### src/rtl/game_scheduler_pkg.sv
// game_scheduler_pkg: shared state encoding, game defaults and BCD helper for the game blocks
package game_scheduler_pkg;
  typedef enum logic [1:0] {IDLE = 2'd0, RUN = 2'd1, OVER = 2'd2} state_t;
  localparam int SPEED_INIT_D  = 4;
  localparam int SPEED_MAX_D   = 12;
  localparam int RAMP_FRAMES_D = 600;
  localparam int TILE_W_D      = 40;
  localparam int TICK_ROW_D    = 480;
  function automatic logic [15:0] bcd_inc(input logic [15:0] v);
    logic [15:0] r;
    logic c;
    r = v;
    c = 1'b1;
    if (v == 16'h9999) return v;
    for (int i = 0; i < 4; i++) begin
      if (c) begin
        if (r[i*4 +: 4] == 4'd9) r[i*4 +: 4] = 4'd0;
        else begin
          r[i*4 +: 4] = r[i*4 +: 4] + 4'd1;
          c = 1'b0;
        end
      end
    end
    return r;
  endfunction
endpackage

### src/rtl/game_scheduler_bcd4_counter.sv
// bcd4_counter: four-digit BCD counter with synchronous clear and saturation at 9999
module bcd4_counter
  import game_scheduler_pkg::*;
(
  input  logic        CLK,
  input  logic        clr,
  input  logic        inc,
  output logic [15:0] q
);
  // clear wins over increment; increment stops at 9999
  always_ff @(posedge CLK)
    q <= clr ? 16'h0000 : inc ? bcd_inc(q) : q;
endmodule

### src/rtl/game_scheduler.sv
// game_scheduler: game state machine, frame tick, scroll speed ramp, ground offset and score
module game_scheduler
  import game_scheduler_pkg::*;
#(
  parameter int SPEED_INIT  = SPEED_INIT_D,
  parameter int SPEED_MAX   = SPEED_MAX_D,
  parameter int RAMP_FRAMES = RAMP_FRAMES_D,
  parameter int TILE_W      = TILE_W_D,
  parameter int TICK_ROW    = TICK_ROW_D
) (
  input  logic        CLK,
  input  logic        rst,
  input  logic [8:0]  row_addr,
  input  logic [9:0]  col_addr,
  input  logic        start,
  input  logic        collision,
  output logic        game_status,
  output logic [3:0]  speed,
  output logic [5:0]  ground_position,
  output logic        frame_tick,
  output logic [15:0] score,
  output logic        game_over
);
  localparam int RW = $clog2(RAMP_FRAMES);
  localparam logic [RW-1:0] RAMP_LAST = RW'(RAMP_FRAMES - 1);
  localparam logic [3:0] S_INIT = 4'(SPEED_INIT);
  localparam logic [3:0] S_MAX = 4'(SPEED_MAX);
  localparam logic [6:0] TW = 7'(TILE_W);
  localparam logic [8:0] T_ROW = 9'(TICK_ROW);
  state_t state;
  logic start_q;
  logic [RW-1:0] ramp;
  logic start_rise, enter_run, step;
  logic [6:0] sum;
  assign start_rise = start & ~start_q;
  assign enter_run = (state != RUN) && start_rise;
  assign step = (state == RUN) && frame_tick && !collision;
  assign sum = {1'b0, ground_position} + {3'b000, speed};
  // state machine plus scroll/speed registers; a start edge reloads everything, collision beats the tick
  always_ff @(posedge CLK) begin
    if (rst) begin
      state <= IDLE;
      game_status <= 1'b0;
      game_over <= 1'b0;
      speed <= S_INIT;
      ground_position <= 6'd0;
      frame_tick <= 1'b0;
      ramp <= '0;
      start_q <= 1'b1;
    end else begin
      frame_tick <= (row_addr == T_ROW) && (col_addr == 10'd0);
      start_q <= start;
      if (enter_run) begin
        state <= RUN;
        game_status <= 1'b1;
        game_over <= 1'b0;
        speed <= S_INIT;
        ground_position <= 6'd0;
        ramp <= '0;
      end else if (state == RUN && collision) begin
        state <= OVER;
        game_status <= 1'b0;
        game_over <= 1'b1;
      end else if (step) begin
        ground_position <= 6'(sum >= TW ? sum - TW : sum);
        ramp <= ramp == RAMP_LAST ? '0 : ramp + 1'b1;
        if (ramp == RAMP_LAST && speed < S_MAX) speed <= speed + 4'd1;
      end
    end
  end
  bcd4_counter u_score (
    .CLK(CLK),
    .clr(rst | enter_run),
    .inc(step),
    .q  (score)
  );
endmodule

### config.mk
export PLATFORM = sky130hd
export DESIGN_NAME = game_scheduler
export DESIGN_NICKNAME = d
export VERILOG_FILES = /design/src/rtl/game_scheduler_pkg.sv /design/src/rtl/game_scheduler_bcd4_counter.sv /design/src/rtl/game_scheduler.sv
export SDC_FILE = /design/constraint.sdc
export NUM_CORES = 1
export LEC_CHECK = 0
export CORE_ASPECT_RATIO = 1.2
export CORE_MARGIN = 2
export CORE_UTILIZATION = 52
export DETAILED_ROUTE_END_ITERATION = 7
export DONT_BUFFER_PORTS = 1
export PLACE_DENSITY = 0.72
export RECOVER_POWER = 50
export SLEW_MARGIN = 20
export SYNTH_ARGS = -nofsm -noshare
export SYNTH_HDL_FRONTEND = slang
export SYNTH_SLANG_ARGS = --single-unit
### constraint.sdc
create_clock -name CLK -period 6.5 [get_ports CLK]
set_input_delay 0.975 -clock CLK [delete_from_list [all_inputs] [get_ports CLK]]
set_output_delay 0.975 -clock CLK [all_outputs]
set_load 0.005 [all_outputs]
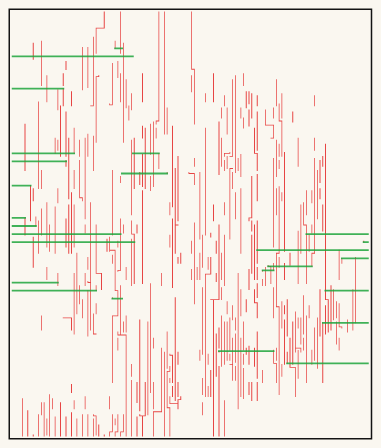
*Metal layers overlaid*
Two of the layers only.
[green] M3 | wire length: 213 microns
[red] M2 | wire length: 1,910 microns

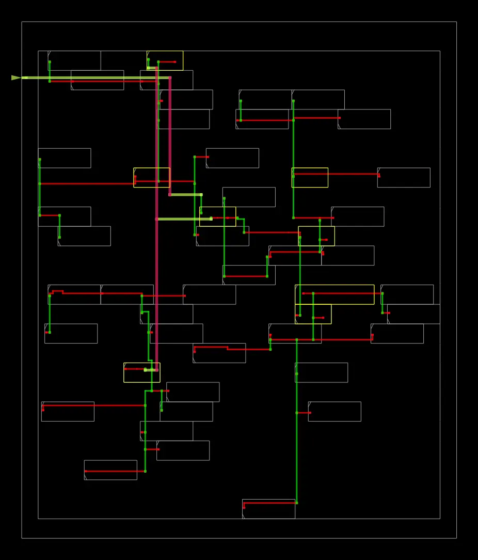
*Clock nets*
clock buffers created by TritonCTS: 5
layout clock buffer count: 7

==> impl_metrics.env <==
# physical design summary
export IMPL_kind_of_start_point_of_the_critical_path="flip-flop"
export IMPL_timing_setup_tns_ps=0
export IMPL_cpMaxStageDelayCell="sky130_fd_sc_hd__fa_1"
export IMPL_final_layout_top_logic_cell="sky130_fd_sc_hd__dfxtp_1"
export IMPL_core_area_sq_um=3660
export IMPL_seq_cell_power_uw=246
export IMPL_timing_max_slew_rel_slack_pct=47.1
export IMPL_reg2reg_slack_ps=3890
export IMPL_setup_viol=0
export IMPL_route_layer_met1_wl_mm=1.70
export IMPL_first_global_vias=1554
export IMPL_port_buffers=0
export IMPL_core_util_floorplan_pct=54.8
export IMPL_grt_busiest_layer="met2"
export IMPL_worst_setup_path_type="flip-flop to flip-flop"
export IMPL_global_route_wire_length_before_repair_mm=6.49
export IMPL_post_synth_net_total=269
export IMPL_postSynthAreaPerCell_sq_um=8.44
export IMPL_route_top_layer_used="met4"
export IMPL_enable_flop_cells=0
export IMPL_detailedPlace_worstSlack_ps=3910
export IMPL_cts_max_path_buffers=2
export IMPL_ys_warnings_count=0
export IMPL_max_slew_worst_pin_slew_ps=793
export IMPL_timing_critical_path_depth=10
export IMPL_total_switching_power_uw=92.1
export IMPL_worst_path_largest_cell_delay_ps=410
export IMPL_cts_root_buf="sky130_fd_sc_hd__clkbuf_8"
export IMPL_worstSetupEndpoint="ground_position[3]"
export IMPL_post_route_cell_area_sq_um=2180
export IMPL_top_power_group="sequential cells"
export IMPL_warnings=26
export IMPL_clock_power_uw=220
export IMPL_cts_tree="yes"
export IMPL_final_nets=270
export IMPL_setup_ws_ps=3890
export IMPL_number_of_gates_given_a_new_drive_strength_after_cts=0
export IMPL_die_width_microns=60.7
export IMPL_synthDominantAreaCellType="sky130_fd_sc_hd__dfxtp_1"
export IMPL_common_cells="40 x sky130_fd_sc_hd__dfxtp_1, 32 x sky130_fd_sc_hd__nor2_1, 26 x sky130_fd_sc_hd__nand2_1, 17 x sky130_fd_sc_hd__a21oi_1, 13 x sky130_fd_sc_hd__xor2_1"
export IMPL_crit_path_buffers_inverters=0
export IMPL_cts_post_setup_buffers_inserted=0
export IMPL_holdCritStartpoint="ramp[1]"
export IMPL_grt_max_degree=25
export IMPL_crit_reg2reg_capture="ground_position[3]"
export IMPL_final_cells=292
export IMPL_antenna_found_initial=0
export IMPL_hold_depth=2
export IMPL_detail_route_antenna_nets=0
export IMPL_clock_fmax_mhz=383
export IMPL_wl_met3_microns=212
export IMPL_critical_path_reg2reg_startpoint="speed[0]"
export IMPL_grt_total_usage_pct=19.1
export IMPL_place_detailed_instances=284
export IMPL_grt_overflow_total=0
export IMPL_yosys_stat_seqShare_pct=39.9
export IMPL_totalPowerFinal_uw=475
export IMPL_detailedRoute_firstIterationViolations=83
export IMPL_synthMostInstantiatedCell="sky130_fd_sc_hd__dfxtp_1"
export IMPL_drive_gt1_share_pct=6.25
export IMPL_fp_row_count=24
export IMPL_cts_hold_repair_buffers=0
export IMPL_detailroute_wirelength_met2_mm=1.91
export IMPL_worst_path_arrival_time_ps=2810
export IMPL_synthesis_instances=238
export IMPL_worstSkewPairLatency_ps=290
export IMPL_cts_reportedPaths_clkPinSlew_ps=80
export IMPL_die_height_microns=72.1
export IMPL_groute_layer_met3_usage_pct=5.88
export IMPL_crit_fanout=5
export IMPL_comb_power_share_pct=1.8
export IMPL_finalCriticalPeriod_ps=2610
export IMPL_crit_required_ps=6700
export IMPL_area_growth_syn_to_layout_pct=8.35
export IMPL_layout_core_utilization_pct=59.4
export IMPL_flop_cell="sky130_fd_sc_hd__dfxtp_1"
export IMPL_internal_power_uw=383
export IMPL_worst_slack_on_hold_paths_ps=487
export IMPL_number_of_top_level_pins=52
export IMPL_post_drt_via_cell_ratio=5.58
export IMPL_netlist_area_sq_um=2010
export IMPL_power_density_nw_per_um2=219
export IMPL_outcome="complete, no violations"
export IMPL_worstSetupEndpointType="flip-flop"
export IMPL_first_pass_iteration_count_of_the_detailed_router=4
export IMPL_p_leak_nw=0.767
export IMPL_power_clock_fraction_pct=46.4
export IMPL_power_ir_vdd_worst_mv=0.131
export IMPL_critical_path_top_delay_family="AND-OR/OR-AND gates"
export IMPL_timing_clock_skew_ps=2.09
export IMPL_synthDominantCellAreaShare_pct=39.9
export IMPL_chip_area_sq_um=4380
export IMPL_dp_final_hpwl_mm=2.87
export IMPL_worst_r2r_cell_count=10
export IMPL_drv_cap=0
export IMPL_detail_route_drc_violations=0
export IMPL_switching_share_pct=19.4
export IMPL_holdCritPathClass="flip-flop to flip-flop"
export IMPL_synth_ff_latch_count=40
export IMPL_startpoint="speed[0]"
export IMPL_seqPwrFrac_pct=51.8
export IMPL_synth_distinct_cells=43
export IMPL_crit_chain="ha_1 -> fa_1 -> a211oi_1 -> o21ai_0 -> nand2_1 -> ha_1 -> o21ai_0 -> o221ai_2 -> xnor2_1 -> o31ai_1"
export IMPL_synth_stat_cells=238
export IMPL_netlist_top_cells_area="sky130_fd_sc_hd__dfxtp_1 40%, sky130_fd_sc_hd__nor2_1 6.0%, sky130_fd_sc_hd__xor2_1 5.7%, sky130_fd_sc_hd__nand2_1 4.9%, sky130_fd_sc_hd__ha_1 4.4%"
export IMPL_antenna_diode_instance_count=0
export IMPL_fin_crit_sh_pct=40.1
export IMPL_gpl_final_weighted_congestion=0.791
export IMPL_placement_cell_area_sq_um=2050
export IMPL_drv_slew=0
export IMPL_min_to="ramp[1]"
export IMPL_global_route_usage_met2_pct=31.9
export IMPL_final_cell_mix="40 x sky130_fd_sc_hd__dfxtp_1, 32 x sky130_fd_sc_hd__nor2_1, 26 x sky130_fd_sc_hd__nand2_1"
export IMPL_timing_hold_violations_final=0
export IMPL_pwr_group_combinational_uw=8.55
export IMPL_synth_async_reset_ratio_pct=0
export IMPL_htree_num_levels=2
export IMPL_count_of_clock_tree_sinks=40
export IMPL_grt_setup_unrepaired="false"
export IMPL_ys_area_sq_um=2010
export IMPL_drt_wirelength_per_cell_microns=13.3
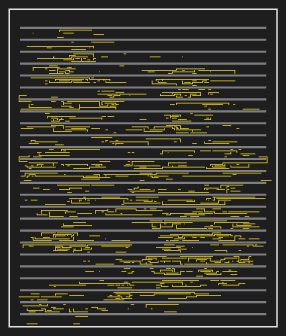
*Met1 routing*
Supply wires on this layer in grey.
nets with wire on the layer: 243
main direction: horizontal
longest straight run: 18.4 microns
share of all routed wire: 44%
wire length on this layer: 1,700 microns
met1 routing resource usage after global routing: 22.2%
via count: 1,630
routed wire length: 3.88 mm

[final cells by class]
cell class	instances	area (sq um)
Fill cell	345	1490
Multi-Input combinational cell	185	1160
Sequential cell	40	801
Clock buffer	7	96.3
Tap cell	52	65.1
Clock inverter	1	30.0
Inverter	7	26.3
[logic make-up (layout without fill, tap and decap cells)]
family / Yosys count / in the layout / synth area share, %
simple gates: 112 / 112 / 28.7
compound gates: 40 / 40 / 12.5
flops: 40 / 40 / 39.9
xor+xnor: 22 / 22 / 9.60
buf+inv: 13 / 15 / 2.49
fa+ha+maj: 8 / 8 / 5.36
mux: 3 / 3 / 1.50
[registers in the layout, summed over array words and instances, names as in the netlist]
| register | count |
|---|---|
| u_score.q | 16 |
| state | 2 |
| start_q | 1 |
| ground_position | 6 |
| speed | 4 |
| frame_tick | 1 |
| ramp | 10 |
